==> config.mk <==
export PLATFORM = sky130hd
export DESIGN_NAME = fetch_stage
export DESIGN_NICKNAME = d
export VERILOG_FILES = /design/src/rtl/fetch_stage_pkg.sv /design/src/rtl/fetch_stage_ifid.sv /design/src/rtl/fetch_stage.sv
export SDC_FILE = /design/constraint.sdc
export NUM_CORES = 1
export LEC_CHECK = 0
export ABC_AREA = 1
export CORE_UTILIZATION = 50
export CTS_BUF_LIST = sky130_fd_sc_hd__clkbuf_2 sky130_fd_sc_hd__clkbuf_4 sky130_fd_sc_hd__clkbuf_8
export CTS_CLUSTER_SIZE = 30
export DETAILED_ROUTE_END_ITERATION = 16
export HOLD_SLACK_MARGIN = 0.06
export PLACE_DENSITY = 0.78
export SETUP_SLACK_MARGIN = 0.05
export SLEW_MARGIN = 20
export SYNTH_ARGS = -nofsm -noshare
export SYNTH_HDL_FRONTEND = slang
export SYNTH_SLANG_ARGS = --single-unit
export TNS_END_PERCENT = 30
==> constraint.sdc <==
create_clock -name clk -period 2.3 [get_ports clk]
set_input_delay 0.46 -clock clk [delete_from_list [all_inputs] [get_ports clk]]
set_output_delay 0.46 -clock clk [all_outputs]
set_load 0.01 [all_outputs]
run_1/clock_wires.png
Drawn at 2 px/um.
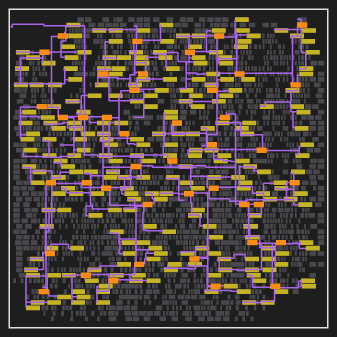
[flip-flops] yellow | count: 243
[clock wires] purple | length: 3270 um
[clock-net drivers] orange | count: 42
routed clock nets: 43
flops lie: spread over the die
total clock network power: 4.06 mW
clock skew: 0.0261 ns
clk_lat worst skew: 0.55 ns
clock power share: 29.9%

run_1/m3.png
Drawn at 3 px/um. Cells faint in the background.
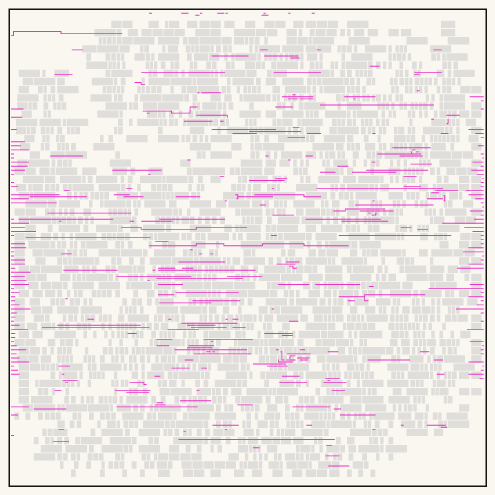
main direction: horizontal
nets with wire on the layer: 249
share of all routed wire: 6.0%
wire length on this layer: 2220 um
met3 Use GR: 4.06%
final WL: 37000 um
vias: 13000

run_1/m1.png
Drawn at 1.5 px/um. Supply wires on this layer in gray.
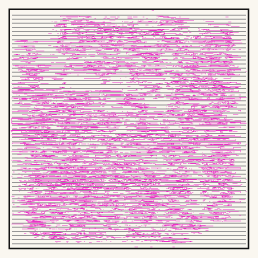
share of all routed wire: 43%
main direction: horizontal
M1 GR Usage: 36.9%

==> results.json, run 1 <==
{
  "grt_max_degree": 62,
  "die_h_um": 158,
  "postSynthSeqShare_pct": 39.7,
  "warnings": 33,
  "routedWlPerCell_um": 15.2,
  "fill_cells": 2053,
  "synth.cellmix.simpleShare_pct": 28.0,
  "buffers": 300,
  "grt_pass1_vias": 12400,
  "mostFrequentLayoutCells": "nand2_1, nor2_1, o21ai_0",
  "track_usage_pct": 29.6,
  "dp_cells": 2359,
  "clock_sinks": 243,
  "die_x_um": 158,
  "cts_max_level": 2,
  "fin_nets": 2192,
  "sh_comb_area_pct": 40.1,
  "fmax_mhz": 450,
  "layout.area.comb_sq_um": 6420,
  "instances_no_fill": 2432,
  "synthAoiAreaFrac_pct": 19.4,
  "ys_cells": 1845,
  "crit_fanout": 23,
  "report.final.slew_viol_count": 0,
  "area.growth.synth_to_final_pct": 30.7,
  "io_buffers": 241,
  "cts_buffer_depth": 3,
  "yosys_area_sq_um": 12200,
  "overflow": 0,
  "adder_share_pct": 0.920,
  "holdBufCountCts": 0,
  "layout.cells.most_common": "nand2_1",
  "via_per_inst": 5.34,
  "inverters": 137,
  "place_ws_ns": -0.293,
  "power_mw": 13.6,
  "min_path_cells": 4,
  "ant_nets": 0,
  "drt_pre_antenna_iters": 6,
  "required_ns": 1.84,
  "largestClassByArea": "combinational gates",
  "hold_ws_ns": 0.333,
  "most_common_cell": "nand2_1",
  "outcome": "finished clean",
  "rrSetupSlack_ns": 0.32,
  "clk_pin_slew_worst_paths_ns": 0.06,
  "area_leaders": "dfxtp_1, nand2_1, o21ai_0",
  "cp-start-kind": "register",
  "hold_class": "in2reg",
  "cts_root_buf": "clkbuf_8",
  "drt_iter0_markers": 983,
  "synth.top_cell.area_share_pct": 39.7,
  "ir_worst_vdd_mv": 0.498,
  "nWellTaps": 319,
  "avgSynthCellArea_sq_um": 6.64,
  "fin_util_pct": 67.4,
  "cellPowerDensity_nw_per_um2": 848,
  "clock_area_share_pct": 5.38,
  "finalCritPeriodShare_pct": 96.6,
  "grt_antenna_before_repair": 0,
  "rows": 56,
  "syn-num-nets": 1950,
  "finalInstanceArea_sq_um": 16000,
  "synthXorXnorAreaFrac_pct": 2.33,
  "cts_tree": "yes",
  "worst_slack_ns": 0.0791,
  "finalSetupViolCount": 0,
  "fp_util_pct": 51.5,
  "flop-count": 243,
  "logic_gates": 1363,
  "core-area_sq_um": 23800,
  "fin_tns_setup_ns": 0,
  "gp_congestion": 0.940,
  "ys.flop_type": "dfxtp_1",
  "io_pins": 242,
  "yosysUniqueCellTypes": 40,
  "relSlewSlack_pct": 50.3,
  "grt_pass1_wl_um": 59500
}
run 1: per-layer routing:
layer	part of all wire [%]	GRT usage [%]	vias to the layer above
met1	43	36.9	5926
li1	-	-	6436
met4	4.6	14.6	0
met2	46	49.9	510
met5	0	0	-
met3	6.0	4.06	107
run 1: critical path: stages (launching register included):
cell             delay [ns]
dfxtp_2                0.32
inv_2                  0.07
ha_4                   0.25
buf_16                 0.19
nand2_1                0.06
o21ai_0                0.06
clkdlybuf4s15_1        0.27
run 1: report_power, final:
part / switching, mW / internal [mW] / total [mW]
combinational: 2.58 / 1.63 / 4.21
sequential: 0.499 / 4.80 / 5.30
clock: 1.73 / 2.33 / 4.06
run_1/util_map.png
Drawn at 2 px/um. The die is cut into 16 by 16 equal tiles; white is low, dark blue is high, 0 to 100% covered.
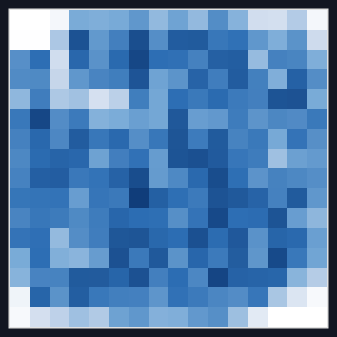

==> run 1 -> run 2 <==
--- a/config.mk
+++ b/config.mk
@@ -12,6 +12,7 @@
 export DETAILED_ROUTE_END_ITERATION = 16
 export HOLD_SLACK_MARGIN = 0.06
 export PLACE_DENSITY = 0.78
+export REMOVE_ABC_BUFFERS = 1
 export SETUP_SLACK_MARGIN = 0.05
 export SLEW_MARGIN = 20
 export SYNTH_ARGS = -nofsm -noshare
run_2/util_map.png
Drawn at 2 px/um. The die is cut into 16 by 16 equal tiles; white is low, dark blue is high, 0 to 100% covered.
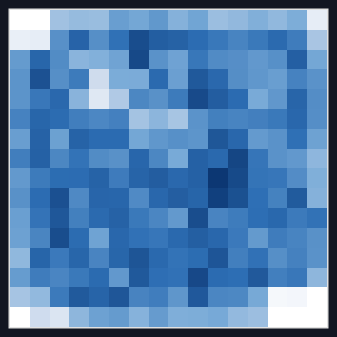
nearly empty tiles: 2.7%
fullest tile: 97%
tiles over 75% full: 31%
mean over tiles: 63%
core box area: 23800 sq um
fp util: 51.5%

run_2/m1.png
Drawn at 1.5 px/um. Supply wires on this layer in gray.
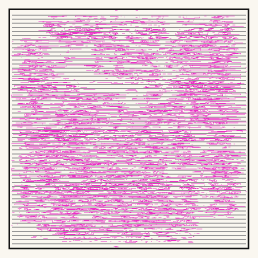
nets with wire on the layer: 2007
share of all routed wire: 43%
longest straight run: 52.4 um
main direction: horizontal
final WL: 37700 um
vias: 13000
M1 GR Usage: 38.6%

run_2/m3.png
Drawn at 3 px/um. Cells faint in the background.
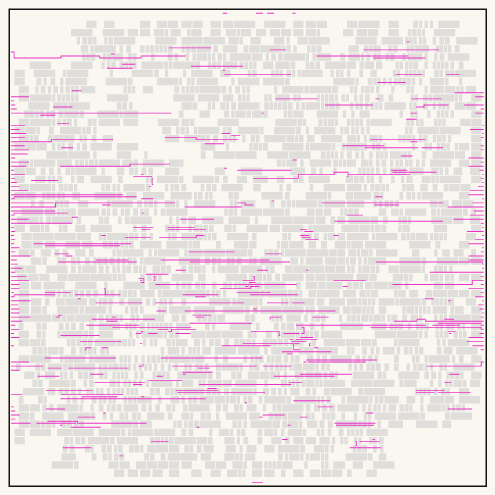
nets with wire on the layer: 263
wire length on this layer: 2990 um
met3 Use GR: 5.50%

==> run 2 against run 1 <==
  * First-iteration DRC count is 8.3% higher
  * Register-to-register slack hardly changed
  * Sequential power hardly changed
  * Clock-buffer cell count is 3 higher
  * Non-clock buffer count is 4 higher
  * Sequential share of layout area is 0.25 points lower
  * Largest power group unchanged
==> results.json, run 2 <==
{
  "outcome": "finished clean",
  "cts_buffer_depth": 3,
  "finalSetupViolCount": 0,
  "fin_util_pct": 67.9,
  "cp_slowest_cell": "dfxtp_2",
  "crit_family": "buffers and inverters",
  "power_clock_mw": 4.25,
  "leakage_nw": 6.54,
  "top_layer": "met4",
  "fin_tns_setup_ns": 0,
  "drt_pre_antenna_iters": 7,
  "area_leaders": "dfxtp_1, nand2_1, o21ai_0",
  "use_met2_pct": 49.7,
  "overflow": 0,
  "die_x_um": 158,
  "warnings": 34,
  "fmax_mhz": 448,
  "p_sw_mw": 5.00,
  "grt_antenna_before_repair": 0,
  "finalInstanceArea_sq_um": 16100,
  "grt_pass1_vias": 12100,
  "pwr-share-clk_pct": 30.5,
  "met2_length_um": 17300,
  "critPathBufInv": 4,
  "avgSynthCellArea_sq_um": 6.64,
  "drt_iter0_markers": 1065,
  "cts_max_level": 2,
  "grt_max_degree": 117,
  "cts_tree": "yes",
  "yosysUniqueCellTypes": 40,
  "track_usage_pct": 30.0,
  "io_pins": 242,
  "mostFrequentLayoutCells": "nand2_1, nor2_1, o21ai_0",
  "required_ns": 1.84,
  "gp_congestion": 0.927,
  "pwr-share-seq_pct": 37.9,
  "cp.depth": 7,
  "io_buffers": 241,
  "finalCritPeriodShare_pct": 97.1,
  "report.final.slew_viol_count": 0,
  "die_h_um": 158,
  "cp-start-kind": "register",
  "top_usage_layer": "met2",
  "ys.flop_type": "dfxtp_1",
  "instances_no_fill": 2441,
  "switching_share_pct": 35.8,
  "wl_met1_um": 16100,
  "cellPowerDensity_nw_per_um2": 864,
  "ir_worst_vdd_mv": 0.508,
  "synth.cellmix.simpleShare_pct": 28.0,
  "ant_nets": 0,
  "synthAoiAreaFrac_pct": 19.4,
  "maxPowerGroup": "sequential cells",
  "async_flop_share_pct": 0,
  "fin_nets": 2195,
  "area.growth.synth_to_final_pct": 31.8,
  "ys_cells": 1845,
  "rrSetupSlack_ns": 0.32,
  "relSlewSlack_pct": 51.8,
  "max_stage_delay_ns": 0.33,
  "hold_ws_ns": 0.276,
  "dp_cells": 2352,
  "place_ws_ns": -0.248,
  "holdBufCountCts": 0,
  "clock_sinks": 243,
  "internal_power_mw": 8.95,
  "hold_class": "in2reg",
  "via_per_inst": 5.33,
  "postSynthSeqShare_pct": 39.7,
  "routedWlPerCell_um": 15.4,
  "rows": 56,
  "layout.cells.most_common": "nand2_1",
  "clkLatencyLatePin_ns": 0.55,
  "yosys_area_sq_um": 12200,
  "most_common_cell": "nand2_1"
}
==> run 2: cell count changes in the layout (fill, tap and decap cells not counted), sizes merged <==
cell           delta
buf              +20
bufinv            -1
clkbuf           -14
clkdlybuf4s15     +1
clkinvlp          +3
==> run 2: final cells by class <==
type	instances	area (sq um)
Sequential cell	243	4870
Tap cell	319	399
Clock inverter	8	47.5
Multi-Input combinational cell	1363	6460
Clock buffer	67	878
Timing Repair Buffer	304	2960
Inverter	137	522
Fill cell	2047	7620
==> run 2: cells by family after synthesis <==
family          Yosys count
buf+inv                 239
xor+xnor                 30
flops                   243
simple gates            848
mux                      19
compound gates          457
fa+ha+maj                 9
Power and IR drop assume default switching activity.
